Figure 1. Wire density map (run 1).
20 x 21 tiles, from dark blue (low) to red (high), scaled to the fullest tile. Values are wire area over tile area, all layers added.
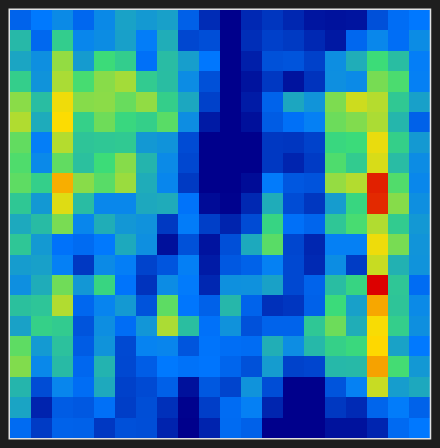
Figure 2. Cell placement (run 1).
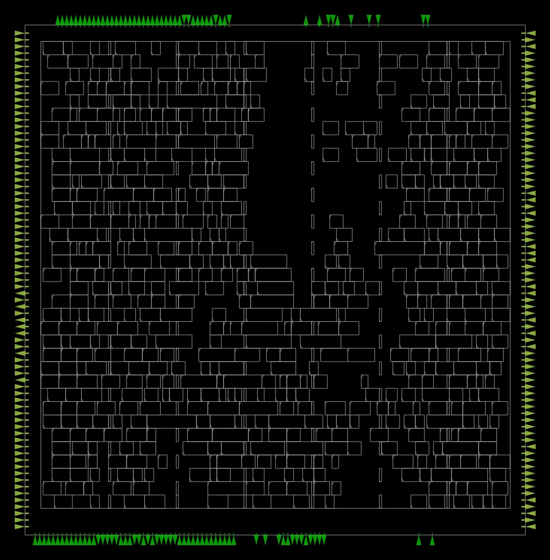
Figure 3. Register map, names as in the netlist (run 1).
Scale bar: 20 µm.
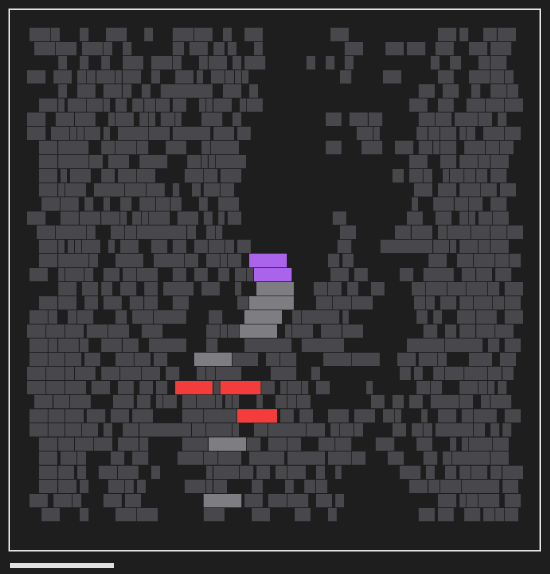
Figure 4. Sizing map (run 1).
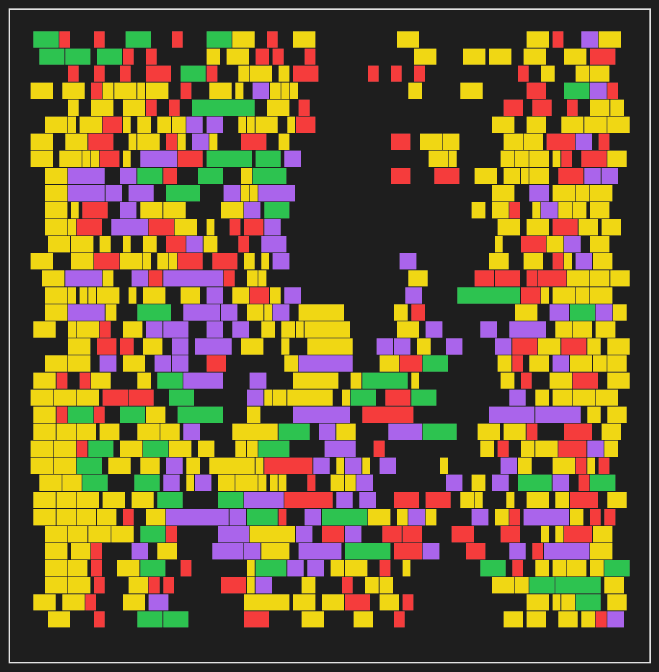
File: src/rtl/mem_port_arbiter_if.sv
// Bundle between the core (fetch + load/store units, plus the memory array)
// and mem_port_arbiter.
//   slave  : the arbiter side (takes requests and read data, drives responses and the memory strobe)
//   master : the core/memory side
// Signals:
//   i_req_*  / i_resp_*  instruction-fetch request and response
//   d_req_*  / d_resp_*  load/store request and response
//   mem_*                single-port memory access (read data returns one cycle after mem_en)
interface mem_port_arbiter_if #(
  parameter int MEM_AW = 16
);
  logic              i_req_valid;
  logic              i_req_ready;
  logic [31:0]       i_req_addr;
  logic              i_resp_valid;
  logic [31:0]       i_resp_data;
  logic              i_resp_err;

  logic              d_req_valid;
  logic              d_req_ready;
  logic [31:0]       d_req_addr;
  logic              d_req_we;
  logic [1:0]        d_req_size;
  logic              d_req_unsigned;
  logic [31:0]       d_req_wdata;
  logic              d_resp_valid;
  logic [31:0]       d_resp_data;
  logic              d_resp_err;

  logic              mem_en;
  logic [3:0]        mem_we;
  logic [MEM_AW-1:0] mem_addr;
  logic [31:0]       mem_wdata;
  logic [31:0]       mem_rdata;

  modport slave (
    input  i_req_valid, i_req_addr,
    input  d_req_valid, d_req_addr, d_req_we, d_req_size, d_req_unsigned, d_req_wdata,
    input  mem_rdata,
    output i_req_ready, i_resp_valid, i_resp_data, i_resp_err,
    output d_req_ready, d_resp_valid, d_resp_data, d_resp_err,
    output mem_en, mem_we, mem_addr, mem_wdata
  );

  modport master (
    output i_req_valid, i_req_addr,
    output d_req_valid, d_req_addr, d_req_we, d_req_size, d_req_unsigned, d_req_wdata,
    output mem_rdata,
    input  i_req_ready, i_resp_valid, i_resp_data, i_resp_err,
    input  d_req_ready, d_resp_valid, d_resp_data, d_resp_err,
    input  mem_en, mem_we, mem_addr, mem_wdata
  );
endinterface

File: src/rtl/mem_port_arbiter.sv
// mem_port_arbiter: shares the single-port unified memory between instruction fetch
// and load/store. Data has priority; fetch overrides once it has been stalled
// STARVE_LIMIT consecutive cycles. Sub-word stores become word writes with byte
// enables; load data is lane-aligned and sign/zero-extended. One access per cycle,
// response one cycle after acceptance.
// Ports:
//   clk  clock, all state on posedge
//   rst  synchronous reset, active high
//   bus  mem_port_arbiter_if.slave (fetch/data request+response, memory strobe)
module mem_port_arbiter #(
  parameter int MEM_AW       = 16,
  parameter int STARVE_LIMIT = 4
) (
  input logic               clk,
  input logic               rst,
  mem_port_arbiter_if.slave bus
);
  localparam int CW = $clog2(STARVE_LIMIT + 1);

  typedef enum logic {PORT_I = 1'b0, PORT_D = 1'b1} port_e;

  logic [CW-1:0] starve_cnt;
  logic          starved;
  logic          grant_d;
  logic          grant_i;
  logic          d_err;
  logic          i_err;
  logic [1:0]    d_off;

  // In-flight slot: describes the access whose read data arrives next cycle.
  logic          fl_valid;
  port_e         fl_port;
  logic          fl_we;
  logic          fl_uns;
  logic          fl_err;
  logic [1:0]    fl_size;
  logic [1:0]    fl_off;

  logic          resp_v;
  logic          d_rv;
  logic          i_rv;
  logic [31:0]   lane;
  logic [31:0]   load_data;
  logic          unused_addr_bits;

  assign unused_addr_bits = ^{bus.d_req_addr[31:MEM_AW+2], bus.i_req_addr[31:MEM_AW+2]};

  assign starved = (starve_cnt == CW'(STARVE_LIMIT));
  assign grant_d = !rst && bus.d_req_valid && !(bus.i_req_valid && starved);
  assign grant_i = !rst && bus.i_req_valid && !grant_d;

  assign bus.d_req_ready = grant_d;
  assign bus.i_req_ready = grant_i;

  assign d_off = bus.d_req_addr[1:0];
  assign i_err = |bus.i_req_addr[1:0];

  always_comb begin
    d_err = 1'b0;
    case (bus.d_req_size)
      2'd0:    d_err = 1'b0;
      2'd1:    d_err = bus.d_req_addr[0];
      2'd2:    d_err = |bus.d_req_addr[1:0];
      default: d_err = 1'b1;
    endcase
  end

  always_comb begin
    bus.mem_en    = 1'b0;
    bus.mem_we    = '0;
    bus.mem_addr  = '0;
    bus.mem_wdata = '0;
    if (grant_d && !d_err) begin
      bus.mem_en   = 1'b1;
      bus.mem_addr = bus.d_req_addr[MEM_AW+1:2];
      if (bus.d_req_we) begin
        case (bus.d_req_size)
          2'd0: begin
            bus.mem_we    = 4'b0001 << d_off;
            bus.mem_wdata = {4{bus.d_req_wdata[7:0]}};
          end
          2'd1: begin
            bus.mem_we    = 4'b0011 << d_off;
            bus.mem_wdata = {2{bus.d_req_wdata[15:0]}};
          end
          default: begin
            bus.mem_we    = 4'b1111;
            bus.mem_wdata = bus.d_req_wdata;
          end
        endcase
      end
    end else if (grant_i && !i_err) begin
      bus.mem_en   = 1'b1;
      bus.mem_addr = bus.i_req_addr[MEM_AW+1:2];
    end
  end

  always_ff @(posedge clk) begin
    if (rst) begin
      starve_cnt <= '0;
      fl_valid   <= 1'b0;
      fl_port    <= PORT_I;
      fl_we      <= 1'b0;
      fl_uns     <= 1'b0;
      fl_err     <= 1'b0;
      fl_size    <= '0;
      fl_off     <= '0;
    end else begin
      if (bus.i_req_valid && !grant_i) begin
        if (!starved) starve_cnt <= starve_cnt + CW'(1);
      end else begin
        starve_cnt <= '0;
      end
      fl_valid <= grant_d || grant_i;
      fl_port  <= grant_d ? PORT_D : PORT_I;
      fl_we    <= bus.d_req_we;
      fl_uns   <= bus.d_req_unsigned;
      fl_size  <= bus.d_req_size;
      fl_off   <= d_off;
      fl_err   <= grant_d ? d_err : i_err;
    end
  end

  // Gating with rst drops a response that is due in the cycle reset is raised.
  assign resp_v = fl_valid && !rst;
  assign d_rv   = resp_v && (fl_port == PORT_D);
  assign i_rv   = resp_v && (fl_port == PORT_I);

  assign lane = bus.mem_rdata >> {fl_off, 3'b000};

  always_comb begin
    load_data = lane;
    case (fl_size)
      2'd0:    load_data = fl_uns ? {24'b0, lane[7:0]}  : {{24{lane[7]}}, lane[7:0]};
      2'd1:    load_data = fl_uns ? {16'b0, lane[15:0]} : {{16{lane[15]}}, lane[15:0]};
      default: load_data = lane;
    endcase
  end

  assign bus.d_resp_valid = d_rv;
  assign bus.d_resp_err   = d_rv && fl_err;
  assign bus.d_resp_data  = (d_rv && !fl_err && !fl_we) ? load_data : '0;
  assign bus.i_resp_valid = i_rv;
  assign bus.i_resp_err   = i_rv && fl_err;
  assign bus.i_resp_data  = (i_rv && !fl_err) ? bus.mem_rdata : '0;
endmodule

File: src/flat_wrapper.sv
// flat-port wrapper written by rule: the top's interface ports become plain ports
module mem_port_arbiter_flat 
#(
  parameter int MEM_AW       = 16,
  parameter int STARVE_LIMIT = 4
)
  (clk, rst, bus_i_req_valid, bus_i_req_addr, bus_d_req_valid, bus_d_req_addr, bus_d_req_we, bus_d_req_size, bus_d_req_unsigned, bus_d_req_wdata, bus_mem_rdata, bus_i_req_ready, bus_i_resp_valid, bus_i_resp_data, bus_i_resp_err, bus_d_req_ready, bus_d_resp_valid, bus_d_resp_data, bus_d_resp_err, bus_mem_en, bus_mem_we, bus_mem_addr, bus_mem_wdata);
  mem_port_arbiter_if #(.MEM_AW(MEM_AW)) bus_i ();
  input logic clk;
  input logic rst;
  input wire logic [$bits(bus_i.i_req_valid)-1:0] bus_i_req_valid;
  input wire logic [$bits(bus_i.i_req_addr)-1:0] bus_i_req_addr;
  input wire logic [$bits(bus_i.d_req_valid)-1:0] bus_d_req_valid;
  input wire logic [$bits(bus_i.d_req_addr)-1:0] bus_d_req_addr;
  input wire logic [$bits(bus_i.d_req_we)-1:0] bus_d_req_we;
  input wire logic [$bits(bus_i.d_req_size)-1:0] bus_d_req_size;
  input wire logic [$bits(bus_i.d_req_unsigned)-1:0] bus_d_req_unsigned;
  input wire logic [$bits(bus_i.d_req_wdata)-1:0] bus_d_req_wdata;
  input wire logic [$bits(bus_i.mem_rdata)-1:0] bus_mem_rdata;
  output wire logic [$bits(bus_i.i_req_ready)-1:0] bus_i_req_ready;
  output wire logic [$bits(bus_i.i_resp_valid)-1:0] bus_i_resp_valid;
  output wire logic [$bits(bus_i.i_resp_data)-1:0] bus_i_resp_data;
  output wire logic [$bits(bus_i.i_resp_err)-1:0] bus_i_resp_err;
  output wire logic [$bits(bus_i.d_req_ready)-1:0] bus_d_req_ready;
  output wire logic [$bits(bus_i.d_resp_valid)-1:0] bus_d_resp_valid;
  output wire logic [$bits(bus_i.d_resp_data)-1:0] bus_d_resp_data;
  output wire logic [$bits(bus_i.d_resp_err)-1:0] bus_d_resp_err;
  output wire logic [$bits(bus_i.mem_en)-1:0] bus_mem_en;
  output wire logic [$bits(bus_i.mem_we)-1:0] bus_mem_we;
  output wire logic [$bits(bus_i.mem_addr)-1:0] bus_mem_addr;
  output wire logic [$bits(bus_i.mem_wdata)-1:0] bus_mem_wdata;
  assign bus_i.i_req_valid = bus_i_req_valid;
  assign bus_i.i_req_addr = bus_i_req_addr;
  assign bus_i.d_req_valid = bus_d_req_valid;
  assign bus_i.d_req_addr = bus_d_req_addr;
  assign bus_i.d_req_we = bus_d_req_we;
  assign bus_i.d_req_size = bus_d_req_size;
  assign bus_i.d_req_unsigned = bus_d_req_unsigned;
  assign bus_i.d_req_wdata = bus_d_req_wdata;
  assign bus_i.mem_rdata = bus_mem_rdata;
  assign bus_i_req_ready = bus_i.i_req_ready;
  assign bus_i_resp_valid = bus_i.i_resp_valid;
  assign bus_i_resp_data = bus_i.i_resp_data;
  assign bus_i_resp_err = bus_i.i_resp_err;
  assign bus_d_req_ready = bus_i.d_req_ready;
  assign bus_d_resp_valid = bus_i.d_resp_valid;
  assign bus_d_resp_data = bus_i.d_resp_data;
  assign bus_d_resp_err = bus_i.d_resp_err;
  assign bus_mem_en = bus_i.mem_en;
  assign bus_mem_we = bus_i.mem_we;
  assign bus_mem_addr = bus_i.mem_addr;
  assign bus_mem_wdata = bus_i.mem_wdata;
  mem_port_arbiter #(.MEM_AW(MEM_AW), .STARVE_LIMIT(STARVE_LIMIT)) u_core (.clk(clk), .rst(rst), .bus(bus_i));
endmodule
File: config.mk
export PLATFORM = sky130hd
export DESIGN_NAME = mem_port_arbiter_flat
export DESIGN_NICKNAME = d
export VERILOG_FILES = /design/src/rtl/mem_port_arbiter_if.sv /design/src/rtl/mem_port_arbiter.sv /design/src/flat_wrapper.sv
export SDC_FILE = /design/constraint.sdc
export NUM_CORES = 1
export LEC_CHECK = 0
export CAP_MARGIN = 0
export CORE_AREA = 3 3 99 101
export DETAILED_ROUTE_END_ITERATION = 10
export DIE_AREA = 0 0 102 104
export PLACE_DENSITY = 0.74
export SLEW_MARGIN = 20
export SYNTH_ARGS = -nofsm -noshare
export SYNTH_HDL_FRONTEND = slang
export SYNTH_SLANG_ARGS = --single-unit
File: constraint.sdc
create_clock -name clk -period 2.25 [get_ports clk]
set_clock_uncertainty 0.05 [all_clocks]
set_input_delay 0.45 -clock clk [delete_from_list [all_inputs] [get_ports clk]]
set_output_delay 0.45 -clock clk [all_outputs]
set_load 0.01 [all_outputs]
==> deck_impl_summary.md, run 1 <==
Run Summary

Critical path
  – Kind of critical path: reg -> out
  – CP Data Required Time: 1750 ps
  – Worst Path Max Fanout: 6
  – CP endpoint kind: output pin
  – Crit path launch type: flip-flop

Synth
  – Synth unique cells: 39
  – Area share, top type: 10.9%
  – Yosys stat area: 0.00220 mm²
  – Top cell type by total area after synthesis: dfxtp_1
  – Post-synth EDFFs: 0
  – Main flop type: dfxtp_1
  – Post-Synthesis Net Count: 457
  – Top cells by count: and2_1 (37), nor2_1 (30), a21oi_1 (29)
  – Yosys Instances: 319
  – Yosys top cell by instances: and2_1
  – Warnings from Yosys: 0
  – Synthesized instance count: 319
  – Post-synthesis average cell area: 6.90 µm²
  – Cell Area, Synth: 0.00220 mm²

Placement
  – Port Buffers: 230
  – Dpl hpwl: 10,700 µm
  – GP Congestion: 0.957
  – DP Worst Slack: -802 ps
  – Placed cell areas: 0.00506 mm²

Power and ir drop
  – Cell Int Power: 0.841 mW
  – Reg power frac: 18.2%
  – Combinational Power: 0.823 mW
  – Switch Pwr: 0.442 mW
  – Main power group: combinational cells
  – Cell Pwr Density: 227 mW/mm²

STA
  – Hold WS: 398 ps
  – RSZ-0062 raised after global routing: true
  – Post-route clock period utilization: 107%
  – Final slew viol count: 0
  – Setup Viol. Count Final: 39
  – Fin. Hold Viols: 0
  – Min setup slack post-route: -164 ps
  – Highest clock rate: 414 MHz
  – Worst rel slew slack: 62.2%
  – Setup_tns: -2550 ps

Final layout
  – Clk cell area share: 0.974%
  – Share of layout cells above drive strength 1: 46.9%
  – Largest Register: u_core.starve_cnt
  – Top Registers: u_core.starve_cnt (3), u_core.fl_off (2), u_core.fl_size (2)
  – Max reg flops: 3
  – Fill cells: 803
  – Comb area: 0.00221 mm²
  – Invs w/o clock: 12
  – MI comb cells: 267
  – Leading cell kind: buffers
  – Fraction of area in multi-input gates: 39.2%

Clock network
  – Clock sink count: 12
  – Clk latency late pin: 230 ps
  – CTS hold repair buffers: 0
  – Clock transition at path regs: 50 ps
  – Root Buffer: clkbuf_8
  – CTS tree: built
  – Max clock buf depth: 2
  – Post-CTS setup repair buffer count: 28

Detailed routing
  – Routed wire length: 14,000 µm
  – Number of vias per cell: 5.14
  – Max layer used: met4
  – Post-DRT Antenna Nets: 0
  – Met2 wire length: 7680 µm
  – Met3 routed WL: 992 µm
  – DR pass1 iterations: 4

Run
  – Max-cap viol count: 0

Floorplanning
  – Die width: 102 µm
  – Chip height: 104 µm
  – Core area: 0.00911 mm²
  – I/O Pins: 259

GRT
  – First-pass GRT wire length: 20,500 µm
  – Top Usage Layer GRT: met2
  – Largest net degree at the start of global routing: 18
  – GR Util met3: 3.55%
  – Number of global-route vias before repair: 3,942

Run status
  – Status: finished with violations
  – Failing checks: setup timing

Worst hold path
  – Hold Path Class: in -> reg
Notes on Figure 1 above:
- mean over tiles: 0.21
- fullest tile: 0.70
- nearly empty tiles: 5.7%
- densest ninth of the die: upper left
- tiles over half the peak: 15%
Via Count: 3,804
GRT Total Usage: 24.2%

Notes on Figure 2 above:
fraction of area in registers: 4.36%
Flop Count: 12
final cell count without fillers: 740
row cnt: 35

Notes on Figure 3 above:
- `u_core.fl_size`: purple (placed flops 2)
- `u_core.starve_cnt`: red (placed flops 3)
Seq. cell area: 246 µm²
final core occ: 62.0%
P_seq: 0.233 mW

Notes on Figure 4 above:
- drive 6 and up: green (cells 53; share 8.4%; most used buf_6)
- drive 3 to 4: purple (cells 107; share 17%; most used buf_4)
- drive 2: red (cells 135; share 21%; most used buf_2)
- drive 1 or less: yellow (cells 334; share 53%; most used clkdlybuf4s50_1)
min setup slack post-route: -164 ps
Post-Layout Inst Area: 0.00565 mm²
P&R area growth vs syn: 157%
non-clock buffer count in the final layout: 334

-- run 1: metrics by stage --
stage,utilization [%],instances
5_1_grt,62.0,740
3_3_place_gp,55.6,699
2_1_floorplan,-,319
3_5_place_dp,55.6,699
6_report,62.0,740
4_1_cts,58.8,735
-- run 1: cell families after synthesis --
family,Yosys count,share of synthesized area (%)
simple gates,130,30.3
compound gates,92,28.6
mux,42,20.9
buf+inv,40,7.74
flops,12,10.9
fa+ha+maj,2,1.14
xor+xnor,1,0.398
-- run 1: worst paths after layout --
check | start | to | slack, ps | cells after the start
max | u_core.fl_off[1] | bus_d_resp_data[16] | -160 | 7
min | rst | u_core.fl_valid | 400 | 2
min reg2reg | u_core.starve_cnt[0] | u_core.starve_cnt[0] | 460 | 2
max reg2reg | u_core.starve_cnt[1] | u_core.fl_err | 790 | 8
==> run 2: changes to the inputs <==
Settings changed: SETUP_SLACK_MARGIN set to 0.05.
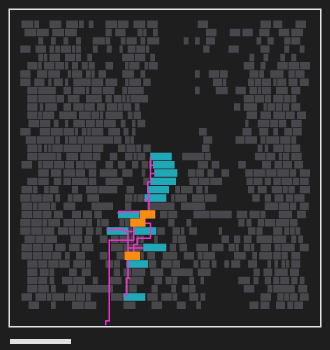
Figure 5: run 2, clock network drawn from the DEF.
Scale bar: 20 µm.
- clock wires: magenta (length 147 µm)
- cells driving clock nets: orange (count 3)
- flip-flops: cyan (count 12)
- routed clock nets: 4
clk latency late pin: 230 ps
Clock Power: 0.227 mW

==> run 2 against run 1 <==
The run still ends with setup timing left. Maximum frequency grew 1.2%. Routed wire length is 3.0% lower. Via count fell by 0.97%. Area after synthesis unchanged. Critical path depth rose by 2. First-iteration DRC count down 22%. Combinational power shrank 4.3%. Hold slack worse by 33 ps. Sequential cell count is the same. Sequential share of layout area is 0.16 points higher. Clock power barely moved. Worst setup slack improved by 29 ps. Critical endpoint is now bus_mem_addr[10]. Largest cell class unchanged. Largest power group unchanged. Highest routed layer unchanged.
==> deck_impl_summary.md, run 2 <==
Run Summary

Placement
  – GP Congestion: 0.957 (unchanged)
  – DP Cell Count: 699 (unchanged)
  – Placed cell areas: 0.00506 mm² (unchanged)
  – Dpl hpwl: 10,700 µm (unchanged)
  – Port Buffers: 230 (unchanged)

Floorplanning
  – Core area: 0.00911 mm² (unchanged)
  – Chip Area: 0.0106 mm² (unchanged)
  – Row cnt: 35 (unchanged)
  – Chip height: 104 µm (unchanged)
  – I/O Pins: 259 (unchanged)

STA
  – Min setup slack post-route: -135 ps (was -164 ps)
  – RSZ-0062 raised after global routing: true (unchanged)
  – Setup_tns: -2110 ps (was -2550 ps)
  – Hold WS: 364 ps (was 398 ps)
  – Worst rel slew slack: 72.4% (was 62.2%)
  – Fin. Hold Viols: 0 (unchanged)
  – Final slew viol count: 0 (unchanged)
  – Setup Viol. Count Final: 37 (was 39)
  – Post-route clock period utilization: 106% (was 107%)
  – Highest clock rate: 419 MHz (was 414 MHz)

Synth
  – Post-Synthesis Net Count: 457 (unchanged)
  – Synthesized instance count: 319 (unchanged)
  – Seq share, synth: 10.9% (unchanged)
  – Top cell type by total area after synthesis: dfxtp_1 (unchanged)
  – Yosys stat area: 0.00220 mm² (unchanged)
  – Warnings from Yosys: 0 (unchanged)
  – Post-synthesis average cell area: 6.90 µm² (unchanged)
  – Cell Area, Synth: 0.00220 mm² (unchanged)
  – Post-synth EDFFs: 0 (unchanged)
  – Synth unique cells: 39 (unchanged)
  – Area share, top type: 10.9% (unchanged)
  – Yosys Instances: 319 (unchanged)
  – Top cells by count: and2_1 (37), nor2_1 (30), a21oi_1 (29) (unchanged)

GRT
  – Top Usage Layer GRT: met2 (unchanged)
  – GRT Total Usage: 23.9% (was 24.2%)
  – Largest net degree at the start of global routing: 33 (was 18)
  – Number of global-route vias before repair: 3,934 (was 3,942)
  – First-pass GRT wire length: 20,300 µm (was 20,500 µm)
  – GR Util met3: 3.49% (was 3.55%)

Critical path
  – Crit path launch type: flip-flop (unchanged)
  – Kind of critical path: reg -> out (unchanged)
  – Critical Path AT: 1880 ps (was 1910 ps)
  – CP endpoint kind: output pin (unchanged)
  – Worst Path Max Fanout: 3 (was 6)
  – Worst R2R Start: u_core.starve_cnt[0] (was u_core.starve_cnt[1])
  – CP Data Required Time: 1750 ps (about the same)

Clock network
  – Clock sink count: 12 (unchanged)
  – Clock transition at path regs: 50 ps (about the same)
  – CTS tree: built (unchanged)
  – Max clock buf depth: 2 (unchanged)
  – Root Buffer: clkbuf_8 (unchanged)
  – CTS hold repair buffers: 0 (unchanged)

Final layout
  – Share of layout cells above drive strength 1: 45.0% (was 46.9%)
  – Comb area: 0.00216 mm² (was 0.00221 mm²)
  – Post-Layout Inst Area: 0.00548 mm² (was 0.00565 mm²)
  – Max reg flops: 3 (unchanged)
  – Fill cells: 847 (was 803)
  – Top Registers: u_core.starve_cnt (3), u_core.fl_off (2), u_core.fl_size (2) (unchanged)
  – MI comb cells: 267 (unchanged)
  – Largest Register: u_core.starve_cnt (unchanged)
  – P&R area growth vs syn: 149% (was 157%)
  – Flop Count: 12 (unchanged)
  – Invs w/o clock: 12 (unchanged)
  – Leading cell kind: buffers (unchanged)
  – Clk cell area share: 1.01% (was 0.974%)
  – Non-clock buffer count in the final layout: 330 (was 334)

Run status
  – Failing checks: setup timing (unchanged)
  – Status: finished with violations (unchanged)

Detailed routing
  – Routed wire length: 13,600 µm (was 14,000 µm)
  – DR pass1 iterations: 4 (unchanged)
  – Via Count: 3,767 (was 3,804)
  – Number of vias per cell: 5.12 (was 5.14)

Power and ir drop
  – Main power group: combinational cells (unchanged)
  – Combinational Power: 0.788 mW (was 0.823 mW)
  – Reg power frac: 18.7% (was 18.2%)
  – P_seq: 0.233 mW (about the same)
  – Cell Int Power: 0.823 mW (was 0.841 mW)
  – Cell Pwr Density: 228 mW/mm² (was 227 mW/mm²)
  – Max IR drop VDD: 0.223 mV (was 0.221 mV)

Worst hold path
  – Hold Path Depth: 2 (unchanged)
  – Worst Hold Launch: rst (unchanged)
  – Hold Path Class: in -> reg (unchanged)

Run
  – Max-cap viol count: 0 (unchanged)
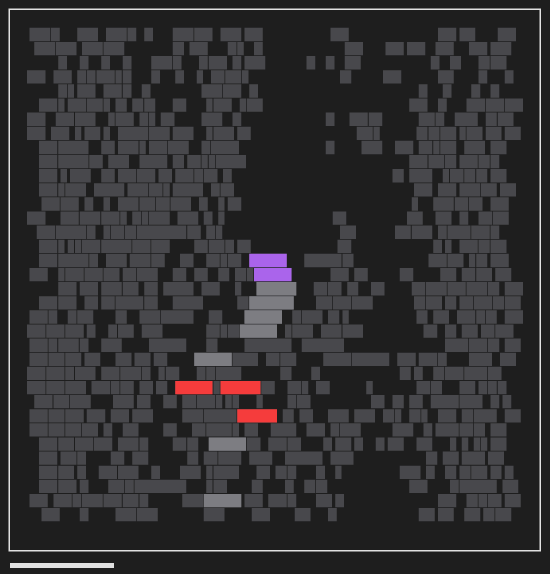
Figure 6: run 2, register map, names as in the netlist.
Scale bar: 20 µm.
- `u_core.starve_cnt`: red (placed flops 3)
- `u_core.fl_size`: purple (placed flops 2)
fraction of area in registers: 4.52%
Seq. cell area: 248 µm²
final core occ: 60.1%

run 2: cell counts after synthesis:
Identical to the previous run, type by type.
run 2: per-layer routing:
layer,wire (µm),vias up,share of wire [%]
met3,1060,21,7.8
met5,0,-,0
met4,321,0,2.4
met1,4720,1772,35
li1,-,1768,-
met2,7450,206,55
run 2: final timing paths:
kind / to / slack [ps]
worst max-delay path: bus_mem_addr[10] / -130
worst min-delay path: u_core.fl_valid / 360
worst max register to register: u_core.fl_err / 780
worst min register to register: u_core.starve_cnt[0] / 460
run 2: cells by family after synthesis:
| kind of cell | synth area share [%] |
|---|---|
| compound gates | 28.6 |
| xor+xnor | 0.398 |
| buf+inv | 7.74 |
| simple gates | 30.3 |
| mux | 20.9 |
| fa+ha+maj | 1.14 |
| flops | 10.9 |
Power and IR drop assume default switching activity.
